===== config.mk =====
export PLATFORM = sky130hd
export DESIGN_NAME = fetch_unit
export DESIGN_NICKNAME = d
export VERILOG_FILES = /design/src/rtl/fetch_unit.sv
export SDC_FILE = /design/constraint.sdc
export NUM_CORES = 1
export LEC_CHECK = 0
export ABC_CLOCK_PERIOD_IN_PS = 15640
export CAP_MARGIN = 20
export CORE_ASPECT_RATIO = 0.7
export CORE_UTILIZATION = 55
export DETAILED_ROUTE_END_ITERATION = 10
export PLACE_DENSITY_LB_ADDON = 0.08
export SLEW_MARGIN = 5
export SYNTH_ARGS = -nofsm -noshare
export SYNTH_HDL_FRONTEND = slang
export SYNTH_SLANG_ARGS = --single-unit

===== constraint.sdc =====
create_clock -name clk -period 15.64 [get_ports clk]
set_input_delay 3.91 -clock clk [delete_from_list [all_inputs] [get_ports clk]]
set_output_delay 3.91 -clock clk [all_outputs]
set_load 0.03 [all_outputs]

===== src/rtl/fetch_unit.sv =====
// fetch_unit: Y86-64 sequential byte-serial instruction fetch and decode (define FETCH_TIMEOUT_EN to bound each mem_ack wait to TIMEOUT_CYCLES)
module fetch_unit #(
    parameter logic [63:0] PC_RESET = 64'h0
`ifdef FETCH_TIMEOUT_EN
    ,
    parameter int TIMEOUT_CYCLES = 16
`endif
) (
    input  logic        clk,
    input  logic        rst,
    input  logic        start,
    input  logic [63:0] pc_in,
    output logic        mem_req,
    output logic [63:0] mem_addr,
    input  logic        mem_ack,
    input  logic [7:0]  mem_rdata,
    input  logic        mem_err,
    output logic [63:0] pc,
    output logic [3:0]  icode,
    output logic [3:0]  ifun,
    output logic [3:0]  rA,
    output logic [3:0]  rB,
    output logic [63:0] valC,
    output logic [63:0] valP,
    output logic        instr_valid,
    output logic        busy,
    output logic        halted,
    output logic        instr_invalid,
    output logic        imem_error
);
    typedef enum logic [2:0] {IDLE, FETCH, DONE, HALT, ERR} state_t;
    state_t state, state_n;
    logic [3:0] idx, len, len_cur, icode_cur, cidx;
    logic go, ack, good, last, tmo;

    function automatic logic [3:0] ilen(input logic [3:0] ic);
        return (ic == 4'h0 || ic == 4'h1 || ic == 4'h9) ? 4'd1 :
               (ic == 4'h2 || ic == 4'h6 || ic == 4'hA || ic == 4'hB) ? 4'd2 :
               (ic == 4'h7 || ic == 4'h8) ? 4'd9 :
               (ic >= 4'h3 && ic <= 4'h5) ? 4'd10 : 4'd1;
    endfunction

    assign go        = start & (state == IDLE || state == DONE);
    assign ack       = mem_req & mem_ack;
    assign good      = ack & ~mem_err;
    assign icode_cur = idx == 4'd0 ? mem_rdata[7:4] : icode;
    assign len_cur   = idx == 4'd0 ? ilen(mem_rdata[7:4]) : len;
    assign last      = good & (idx == len_cur - 4'd1);
    assign cidx      = len == 4'd9 ? idx - 4'd1 : idx - 4'd2;

`ifdef FETCH_TIMEOUT_EN
    localparam int TW = $clog2(TIMEOUT_CYCLES + 1);
    logic [TW-1:0] tcnt;
    assign tmo = mem_req & ~mem_ack & (tcnt == TW'(TIMEOUT_CYCLES - 1));
    // wait counter for the outstanding byte, restarted whenever the request is acknowledged or idle
    always_ff @(posedge clk or posedge rst) begin
        if (rst)
            tcnt <= '0;
        else
            tcnt <= (mem_req & ~mem_ack) ? tcnt + 1'b1 : '0;
    end
`else
    assign tmo = 1'b0;
`endif

    // next state: FETCH ends on the last byte, a faulted ack or a wait timeout
    always_comb begin
        state_n = state;
        case (state)
            IDLE, DONE: state_n = go ? FETCH : state;
            FETCH:      state_n = ((ack & mem_err) | tmo) ? ERR :
                                  last ? (icode_cur == 4'h0 ? HALT : DONE) : FETCH;
            default:    state_n = state;
        endcase
    end

    // state register; status outputs are registered copies of the next state
    always_ff @(posedge clk or posedge rst) begin
        if (rst) begin
            state       <= IDLE;
            mem_req     <= 1'b0;
            busy        <= 1'b0;
            instr_valid <= 1'b0;
            halted      <= 1'b0;
            imem_error  <= 1'b0;
        end else begin
            state       <= state_n;
            mem_req     <= state_n == FETCH;
            busy        <= state_n == FETCH;
            instr_valid <= state_n == DONE || state_n == HALT;
            halted      <= state_n == HALT;
            imem_error  <= state_n == ERR;
        end
    end

    // datapath: latch pc on start, assemble fields byte by byte, finish with valP
    always_ff @(posedge clk or posedge rst) begin
        if (rst) begin
            pc            <= PC_RESET;
            mem_addr      <= PC_RESET;
            idx           <= 4'd0;
            len           <= 4'd1;
            icode         <= 4'h0;
            ifun          <= 4'h0;
            rA            <= 4'hF;
            rB            <= 4'hF;
            valC          <= 64'h0;
            valP          <= 64'h0;
            instr_invalid <= 1'b0;
        end else if (go) begin
            pc            <= pc_in;
            mem_addr      <= pc_in;
            idx           <= 4'd0;
            icode         <= 4'h0;
            ifun          <= 4'h0;
            rA            <= 4'hF;
            rB            <= 4'hF;
            valC          <= 64'h0;
            valP          <= 64'h0;
            instr_invalid <= 1'b0;
        end else if (good) begin
            if (idx == 4'd0) begin
                icode <= mem_rdata[7:4];
                ifun  <= mem_rdata[3:0];
                len   <= len_cur;
            end
            if (idx == 4'd1 && (len == 4'd2 || len == 4'd10)) begin
                rA <= mem_rdata[7:4];
                rB <= mem_rdata[3:0];
            end
            if ((len == 4'd9 && idx != 4'd0) || (len == 4'd10 && idx >= 4'd2))
                valC[{cidx[2:0], 3'b000} +: 8] <= mem_rdata;
            if (last) begin
                valP          <= pc + 64'(len_cur);
                instr_invalid <= icode_cur > 4'hB;
            end else begin
                idx      <= idx + 4'd1;
                mem_addr <= pc + 64'(idx) + 64'd1;
            end
        end
    end
endmodule


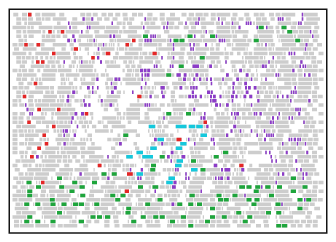
(images/logic_types.png)
Key: cyan = fa/ha/maj cells [cells 18, most used ha_1]; red = non-inverting ao/oa cells [cells 33, most used a21o_1]; purple = nand cells [cells 307, most used nand2_1, where spread over the die]; green = mux cells [cells 105, most used mux2i_1, where spread over the die]

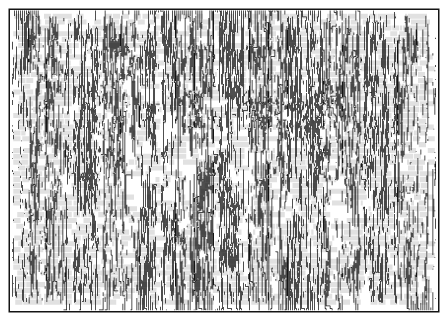
(images/layer_met2.png)
Cells faint in the background.
The longest straight run is 56.6 um. The layer holds 43% of the routed length. The wires run mostly vertical.

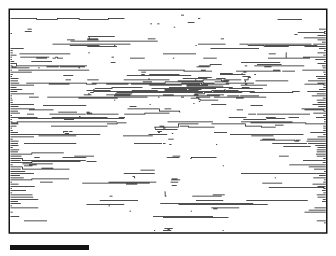
(images/layer_met3.png)
Bar = 50 um.
The longest straight run is 74.8 um. The layer carries 5,070 um of wire.

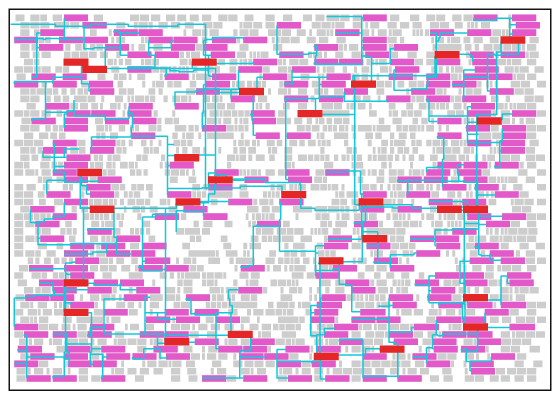
(images/clk_routes.png)
Key: magenta = flip-flops [count 288]; red = clock drivers [count 28]; cyan = clock wires [length 3,550 um]
Position of the flops: spread over the die.

power by group:
group          total (mW)  switching [mW]  internal (mW)  leakage (nW)
combinational        1.81            1.06          0.748          4.07
clock               0.728           0.301          0.426         0.487
sequential           1.36           0.365          0.995          3.76
total                3.90            1.73           2.17          8.32
area by class of cell:
class                      count  share of cell area, %
antenna                        1                0.01278
clock buffer                  38                  4.288
clock inverter                14                 0.8116
inverter                      20                 0.4218
multi-input combinational   1112                  36.36
sequential                   288                  36.87
tap                          364                  2.326
timing repair buffer         370                  18.91
kinds of logic after synthesis:
logic type,share of synthesized area [%]
xor+xnor,7.170
buf+inv,4.722
flops,48.04
simple gates,19.81
mux,7.012
fa+ha+maj,1.599
compound gates,11.64
==> flow_summary.ini <==
; physical design summary
[floorplanning]
die_x_um = 199.5
coreArea_sq_um = 26780
die_height_um = 140.3
fp_util_pct = 56.11
die_area_sq_um = 27990
pin_count = 355

[logic_synthesis]
ys_types = 76
avgSynthCellArea_sq_um = 9.668
ys.flop_type = dfrtp_1
common_cells = dfrtp_1, nand2_1, nor2_1
ys_cells = 1554
area_leaders = dfrtp_1, mux2i_1, nand2_1
synth_nets = 1649
synth_top_cell_by_area = dfrtp_1
edf_count = 0
yosysMostFrequentCell = dfrtp_1
netlist.area_leader.share_pct = 46.47
yosysSeqAreaShare_pct = 48.04

[sta]
hold_viol = 0
tightestPinTransition_ns = 1.049
whs_ns = 0.5132
layout_min_cycle_time_ns = 8.507
fin_worst_skew_ns = 0.01277
relSlewSlack_pct = 30.05
fin_crit_sh_pct = 54.39
fmax_ghz = 0.1175
setup_violations = 0
rsz0062_at_grt = false
setup_tns_ns = 0
drv_slew = 0
fin_ws_ns = 7.133

[final_layout]
final_util_pct = 73.13
design_area_sq_um = 19580
final_cells = 2207
comb_area_sq_um = 7119
nets = 1915
layout-drive-gt1-share_pct = 5.700

[route]
via_per_inst = 6.019
ant_nets = 0
drc = 0
wl_um = 48590
met1Wirelength_um = 21540
highest_layer = met4
drt_pass1_iterations = 5

[worst_setup_path]
r2r_start = idx[0]
worstPathRequired_ns = 16.08
crit_buf_inv = 2
crit_cells = 13
reg2reg_to = valP[23]
reg2reg_setup_slack_ns = 10.14
critPathMaxFanout = 86
crit_start = mem_rdata[4]
end_kind = register
crit_end = valP[23]
worstRegToRegCells = 13
critPathArrivalTime_ns = 8.95
cp_slowest_stage_delay_ns = 0.97
crit_chain = clkdlybuf4s50_1, a21oi_1, a21oi_1, nor2_1, a21oi_1, ha_1, xnor2_1, a211oi_1, nand4_1, a2111oi_4, buf_4, nor2_1, a211oi_1

[min_path]
min_path_cells = 2
min_path_type = register to register
hold_end = mem_addr[46]

[cts]
clk_pin_slew_ns = 0.07
clockRootBuffer = clkbuf_16
clockBufferDepth = 3
post_cts_buffers = 0
tritoncts.num_buffers = 28
clock_latency_ns = 0.55
cts_tree = built
ctsHoldBuffers = 0
htreeDepth = 1

[global_route]
grt_overflow = 0
grt_max_degree = 133
grt_usage_pct = 34.52
met2_usage_pct = 49.38
grt_pass1_vias = 12730
grt_pass1_wl_um = 74440
top_usage_layer = met1

[placement]
dp_hpwl_um = 34460
place_inst = 2151
placed_area_sq_um = 18520
place_ws_ns = 6.697
place_congestion = 0.9691

[run_status]
status = complete, no violations

[power_and_ir_drop]
p_leak_nw = 8.319
total_power_mw = 3.896

[run]
tool_warnings = 31
drv_cap = 0
Power figures rest on the tool's default switching activity, not on a simulated workload.
